`config.mk`:
```
export PLATFORM = sky130hd
export DESIGN_NAME = axis_pkt_gen_flat
export DESIGN_NICKNAME = d
export VERILOG_FILES = /design/src/rtl/axis_pkt_gen_pkg.sv /design/src/rtl/axis_pkt_gen_if.sv /design/src/rtl/axis_pkt_gen.sv /design/src/flat_wrapper.sv
export SDC_FILE = /design/constraint.sdc
export NUM_CORES = 1
export LEC_CHECK = 0
export CAP_MARGIN = 10
export CORE_MARGIN = 8
export CORE_UTILIZATION = 48
export DETAILED_ROUTE_END_ITERATION = 16
export PLACE_DENSITY = 0.78
export SYNTH_ARGS = -nofsm -noshare
export SYNTH_HDL_FRONTEND = slang
export SYNTH_SLANG_ARGS = --single-unit
```
`constraint.sdc`:
```
create_clock -name clk -period 2.67 [get_ports clk]
set_input_delay 0.6675 -clock clk [delete_from_list [all_inputs] [get_ports clk]]
set_output_delay 0.6675 -clock clk [all_outputs]
set_load 0.1 [all_outputs]
```
`src/rtl/axis_pkt_gen_pkg.sv`:
```
// rtl/axis_pkt_gen_pkg.sv - shared types and defaults for the AXI-Stream packet generator
package axis_pkt_gen_pkg;

  localparam int DEF_DATA_WIDTH = 32;
  localparam int DEF_LEN_WIDTH  = 11;

  typedef enum logic [1:0] {
    ST_IDLE,
    ST_SEND,
    ST_GAP,
    ST_FIN
  } state_e;

endpackage

```
`src/rtl/axis_pkt_gen_if.sv`:
```
// rtl/axis_pkt_gen_if.sv - stream interface carrying generated packet beats
interface axis_pkt_gen_if
  import axis_pkt_gen_pkg::*;
#(
  parameter int DATA_WIDTH = DEF_DATA_WIDTH
);

  logic [DATA_WIDTH-1:0] tdata;
  logic                  tvalid;
  logic                  tready;
  logic                  tlast;

  modport master (output tdata, output tvalid, output tlast, input tready);
  modport slave  (input tdata, input tvalid, input tlast, output tready);

endinterface

```
`src/rtl/axis_pkt_gen.sv`:
```
// rtl/axis_pkt_gen.sv - run-based packet generator emitting an incrementing data stream
module axis_pkt_gen
  import axis_pkt_gen_pkg::*;
#(
  parameter int DATA_WIDTH = DEF_DATA_WIDTH,
  parameter int LEN_WIDTH  = DEF_LEN_WIDTH
) (
  input  logic                  clk,
  input  logic                  reset_n,
  input  logic                  start,
  input  logic                  abort,
  input  logic [LEN_WIDTH-1:0]  pkt_len,
  input  logic [15:0]           pkt_count,
  input  logic [7:0]            gap,
  input  logic [DATA_WIDTH-1:0] seed,
  axis_pkt_gen_if.master        m_axis,
  output logic                  busy,
  output logic                  done,
  output logic [15:0]           pkts_sent
);

  localparam int BW = LEN_WIDTH + 1;

  state_e                state_q, state_d;
  logic [BW-1:0]         len_q, len_d;
  logic [BW-1:0]         beat_q, beat_d;
  logic [15:0]           count_q, count_d;
  logic [7:0]            gap_q, gap_d;
  logic [7:0]            gap_cnt_q, gap_cnt_d;
  logic [DATA_WIDTH-1:0] data_q, data_d;
  logic                  valid_q, valid_d;
  logic                  last_q, last_d;
  logic                  busy_q, busy_d;
  logic                  done_q, done_d;
  logic                  abort_q, abort_d;
  logic [15:0]           sent_q, sent_d;

  logic [BW-1:0]         len_start;
  logic                  fire;
  logic                  abort_seen;

  // A zero length field encodes the full 2^LEN_WIDTH beat packet.
  assign len_start  = (pkt_len == '0) ? (BW'(1) << LEN_WIDTH) : {1'b0, pkt_len};
  assign fire       = valid_q & m_axis.tready;
  assign abort_seen = abort_q | abort;

  always_comb begin
    state_d   = state_q;
    len_d     = len_q;
    beat_d    = beat_q;
    count_d   = count_q;
    gap_d     = gap_q;
    gap_cnt_d = gap_cnt_q;
    data_d    = data_q;
    valid_d   = valid_q;
    last_d    = last_q;
    busy_d    = busy_q;
    done_d    = 1'b0;
    abort_d   = abort_q;
    sent_d    = sent_q;

    unique case (state_q)
      ST_IDLE: begin
        abort_d = 1'b0;
        if (start) begin
          len_d   = len_start;
          count_d = pkt_count;
          gap_d   = gap;
          data_d  = seed;
          beat_d  = '0;
          sent_d  = '0;
          if (pkt_count == 16'd0) begin
            state_d = ST_FIN;
            done_d  = 1'b1;
          end else begin
            state_d = ST_SEND;
            valid_d = 1'b1;
            busy_d  = 1'b1;
            last_d  = (len_start == BW'(1));
          end
        end
      end

      ST_SEND: begin
        abort_d = abort_seen;
        if (fire) begin
          data_d = data_q + DATA_WIDTH'(1);
          if (last_q) begin
            sent_d = sent_q + 16'd1;
            beat_d = '0;
            if ((sent_q + 16'd1 == count_q) || abort_seen) begin
              state_d = ST_FIN;
              valid_d = 1'b0;
              last_d  = 1'b0;
              busy_d  = 1'b0;
              done_d  = 1'b1;
            end else if (gap_q != 8'd0) begin
              state_d   = ST_GAP;
              valid_d   = 1'b0;
              last_d    = 1'b0;
              gap_cnt_d = gap_q;
            end else begin
              last_d = (len_q == BW'(1));
            end
          end else begin
            beat_d = beat_q + BW'(1);
            last_d = (beat_q + BW'(2) == len_q);
          end
        end
      end

      ST_GAP: begin
        abort_d = abort_seen;
        if (abort_seen) begin
          state_d = ST_FIN;
          busy_d  = 1'b0;
          done_d  = 1'b1;
        end else if (gap_cnt_q == 8'd1) begin
          state_d = ST_SEND;
          valid_d = 1'b1;
          last_d  = (len_q == BW'(1));
        end else begin
          gap_cnt_d = gap_cnt_q - 8'd1;
        end
      end

      ST_FIN: begin
        state_d = ST_IDLE;
        abort_d = 1'b0;
      end

      default: state_d = ST_IDLE;
    endcase
  end

  always_ff @(posedge clk) begin
    if (!reset_n) begin
      state_q   <= ST_IDLE;
      len_q     <= '0;
      beat_q    <= '0;
      count_q   <= '0;
      gap_q     <= '0;
      gap_cnt_q <= '0;
      data_q    <= '0;
      valid_q   <= 1'b0;
      last_q    <= 1'b0;
      busy_q    <= 1'b0;
      done_q    <= 1'b0;
      abort_q   <= 1'b0;
      sent_q    <= '0;
    end else begin
      state_q   <= state_d;
      len_q     <= len_d;
      beat_q    <= beat_d;
      count_q   <= count_d;
      gap_q     <= gap_d;
      gap_cnt_q <= gap_cnt_d;
      data_q    <= data_d;
      valid_q   <= valid_d;
      last_q    <= last_d;
      busy_q    <= busy_d;
      done_q    <= done_d;
      abort_q   <= abort_d;
      sent_q    <= sent_d;
    end
  end

  assign m_axis.tdata  = data_q;
  assign m_axis.tvalid = valid_q;
  assign m_axis.tlast  = last_q;
  assign busy          = busy_q;
  assign done          = done_q;
  assign pkts_sent     = sent_q;

endmodule

```
`src/flat_wrapper.sv`:
```
// flat-port wrapper written by rule: the top's interface ports become plain ports
module axis_pkt_gen_flat import axis_pkt_gen_pkg::*;
#(
  parameter int DATA_WIDTH = DEF_DATA_WIDTH,
  parameter int LEN_WIDTH  = DEF_LEN_WIDTH
)
  (clk, reset_n, start, abort, pkt_len, pkt_count, gap, seed, busy, done, pkts_sent, m_axis_tdata, m_axis_tvalid, m_axis_tlast, m_axis_tready);
  axis_pkt_gen_if #(.DATA_WIDTH(DATA_WIDTH)) m_axis_i ();
  input  logic clk;
  input  logic reset_n;
  input  logic start;
  input  logic abort;
  input  logic [LEN_WIDTH-1:0] pkt_len;
  input  logic [15:0] pkt_count;
  input  logic [7:0] gap;
  input  logic [DATA_WIDTH-1:0] seed;
  output logic busy;
  output logic done;
  output logic [15:0] pkts_sent;
  output wire logic [$bits(m_axis_i.tdata)-1:0] m_axis_tdata;
  output wire logic [$bits(m_axis_i.tvalid)-1:0] m_axis_tvalid;
  output wire logic [$bits(m_axis_i.tlast)-1:0] m_axis_tlast;
  input wire logic [$bits(m_axis_i.tready)-1:0] m_axis_tready;
  assign m_axis_tdata = m_axis_i.tdata;
  assign m_axis_tvalid = m_axis_i.tvalid;
  assign m_axis_tlast = m_axis_i.tlast;
  assign m_axis_i.tready = m_axis_tready;
  axis_pkt_gen #(.DATA_WIDTH(DATA_WIDTH), .LEN_WIDTH(LEN_WIDTH)) u_core (.clk(clk), .reset_n(reset_n), .start(start), .abort(abort), .pkt_len(pkt_len), .pkt_count(pkt_count), .gap(gap), .seed(seed), .m_axis(m_axis_i), .busy(busy), .done(done), .pkts_sent(pkts_sent));
endmodule
```
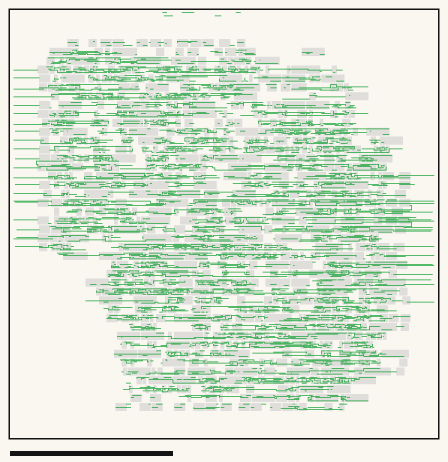
run_1/m1.png
Scale bar: 50 um.
wire length on this layer	8380 um
main direction	horizontal
longest straight run	34.5 um
nets with wire on the layer	970
share of all routed wire	46%
met1 demand-to-capacity share in global routing: 26.78%
final routed wirelength across all metal layers: 18300 um
total vias in the final route: 6578

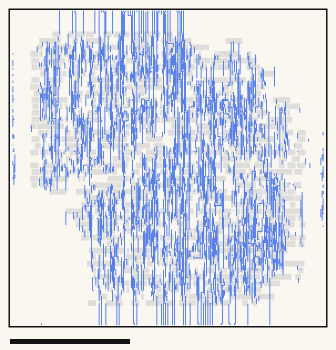
run_1/m2.png
Scale bar: 50 um.
main direction	vertical
longest straight run	40.1 um
wire length on this layer	8580 um
nets with wire on the layer	850
met2 track utilization from global routing: 33.66%

==> out/writeup.txt, run 1 <==
After detailed placement, the design holds a cell count of 1137. The run gives 14 as the final-layout clock buffer total. The run finished with clean final reports. The wire-length estimate of the detail-placed layout is 13260 um. The number of cells in Yosys stat was 866. The run gives 675 for the multi-input gate count.

The final non-filler cell total was 1152; the share of synthesized area spent on multiplexers was 1.907%. Count of pins on the block boundary: 124. The tools report the final count of pins violating max slew as 0. Endpoint of the worst-slack reg-to-reg timing path: u_core.gap_cnt_q[0].

The run gives 6108 as the via count of the first global-routing pass. Per Yosys stat, the portion of area used by sequential elements is 34.92%. The share of total power dissipated in sequential elements is 28.9%. The highest attainable clock frequency is 388.1 MHz, and the initial antenna violation count is 0. The post-synth tally of flip-flops with integrated enable was 0; the final critical delay including setup and external delays was 2577 ps. According to the floorplan report, the die height is 131.1 um.

The total track usage was 20.61%. Endpoints with negative setup slack in the final report add up to 0. By area the synthesized netlist is led by sky130_fd_sc_hd__dfxtp_1 35%, sky130_fd_sc_hd__nand2_1 9.3%, sky130_fd_sc_hd__a21oi_1 7.8%. The area added between synthesis and finish is 26.98%. With the post-synthesis share of cell area spent on and, or, nand and nor gates at 28.00%, the sequential group power is 2.45 mW. The number of violations of the max-capacitance limit was 0. Worst-path cell with the longest stage delay: sky130_fd_sc_hd__or4bb_1. Summed over all combinational cells, the power is 4.75 mW. The detailed-routed wire length on met2 came out at 8579 um. Across the whole layout, multi-input logic makes up 47.93% of the cell area. Once layout is done, the placed cells without fillers occupy 8080 sq um.

The length of routed met3 wiring was 1049 um. The top power consumer group is combinational logic. The final antenna diode tally reported by the flow is 0. Per the synthesis report, the AND-OR/OR-AND share of the synthesized area is 22.10%. Share of layout cells above drive strength 1: 15.47%.

The post-place setup slack is -166.4 ps, and the synthesized area is 6364 sq um. The run gives 48.63% as the share of the core filled by cells before placement. The synthesis stats list as the most numerous cell sky130_fd_sc_hd__nand2_1. The core region is 13090 sq um. The report lists the power per cell area as 1047 nW/um^2. The run gives 0.9536 mV as the worst ir drop on vdd. The tools report the startpoint kind of the worst setup timing path as a register. The first detailed-routing pass ran for 6 iterations. At the end of routability-driven placement, the weighted congestion stood at 0.8862. The run gives 0% for the proportion of synthesized flip-flops having asynchronous set or reset. Final hold analysis gives a worst-case slack of 471.3 ps. The average instance in the mapped netlist occupies 7.348 sq um. The area taken by multi-input logic gates is 3872 sq um. In this run, synthesis produced a sequential element count of 111.

Area share of buffers outside the clock network: 16.63%. For reference, the top logic cell family by area is simple AND/OR/NAND/NOR gates. After layout, the worst setup slack is 93.50 ps. The cell family contributing the most delay on the critical path is simple AND/OR/NAND/NOR gates. The buffer_ports step reported a buffer count of 123. Walking the worst path, the cells encountered are and4_1 > nand4_2 > or4bb_1 > nand3_1 > o21ai_2 > o211ai_2 > a21oi_4 > and3_1 > o21a_1.
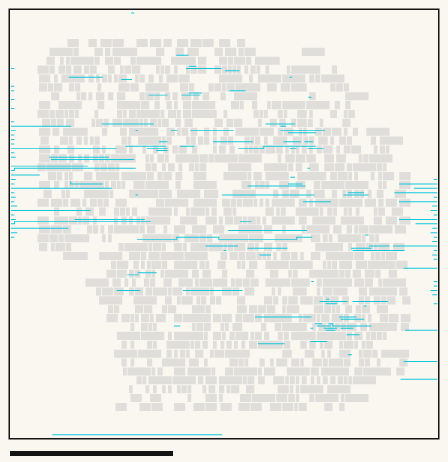
run_1/m3.png
Scale bar: 50 um.
main direction	horizontal
longest straight run	51.8 um
met3 track demand over resource: 3.582%

run_1/congestion_map.png
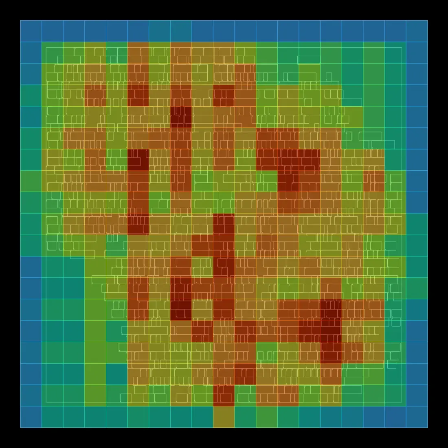

==> run 1 -> run 2 <==
- CORE_UTILIZATION: 48 -> 58
- DONT_BUFFER_PORTS: not set -> 1
- PLACE_DENSITY: 0.78 -> 0.76
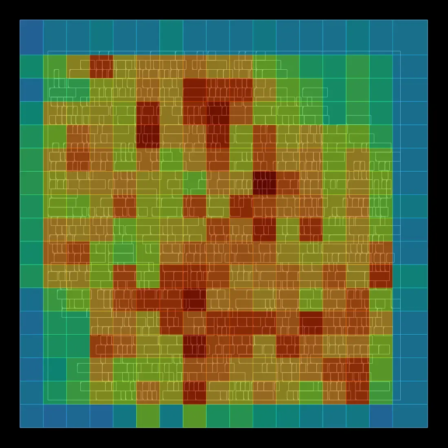
run_2/congestion_map.png
Finished Core Util: 66.61%
met1 demand-to-capacity share in global routing: 28.94%
Top Usage Layer GRT: met2
met2 track utilization from global routing: 37.62%
met3 track demand over resource: 6.713%

==> out/writeup.txt, run 2 <==
The count of pins on the block boundary came out at 124. Power attributed to combinational cells is 4.78 mW. After routing the design area is 7189 sq um. The total track usage is 23.40%, and the floorplan die height is 120.7 um. Summing the areas of all compound-gate instances in the mapped netlist gives 22.10% of the synthesized area.

Core footprint: 10790 sq um. The number of antenna diodes in the final layout is 0. The post-synth count of flops with an enable pin is 0. The logs give 0 for the final count of pins violating max slew and 0.9599 for the weighted congestion at the end of routability-driven global placement. Per the Yosys statistics, synthesis produced 866 cells. The routed design uses 1629 um of met3 wire.

After Yosys synthesis, and, or, nand and nor cells account for 28.00% of the synthesized area. The layout summary lists the proportion of cells stronger than drive strength 1 as 16.22%. Among all stages on the critical path, the largest delay is contributed by sky130_fd_sc_hd__dfxtp_4. The smallest clock period supported by the final layout is computed as 2662 ps.

Kind of cell with the highest combined delay on the critical path: simple AND/OR/NAND/NOR gates. The final timing report counts setup violations totalling 0. Per the final report, the share of cell area in non-clock buffers is 7.379%.

For the sequential group, total power comes out at 2.32 mW. Multi-input gates account for 54.32% of the area. During placement, the flow inserted port buffers numbering 0. The tools report the number of iterations in the first detailed-routing pass as 5. The flow ran to the end, and the final reports show no timing, DRC or antenna violations. Relative to the synthesized area, the layout overhead comes to 12.98%. Yosys attributes the largest share of cell area to sky130_fd_sc_hd__dfxtp_1 35%, sky130_fd_sc_hd__nand2_1 9.3%, sky130_fd_sc_hd__a21oi_1 7.8%. The synthesized design contains 111 register bits. After synthesis the cells add up to 6364 sq um. With the hold slack at 396.6 ps, the final-layout clock buffer total is 9. The final non-filler cell total came out at 1034. Summing all multi-input logic gate instances after layout gives 3905 sq um.

The via count of the first global-routing pass came out at 5767. In this run the mean area of a mapped cell was 7.348 sq um. For this design the ratio of total power to cell area is 1133 nW/um^2.
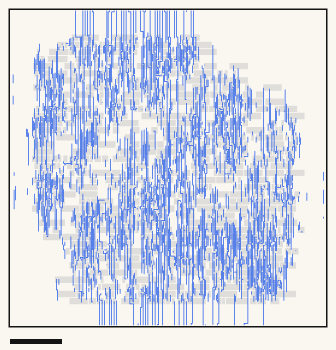
run_2/m2.png
Scale bar: 20 um.
longest straight run	40.1 um
main direction	vertical
nets with wire on the layer	802
wire length on this layer	8360 um
share of all routed wire	47%
total vias in the final route: 6422
final routed wirelength across all metal layers: 17920 um

No activity file was given, so power comes from the tool's default toggle rates.
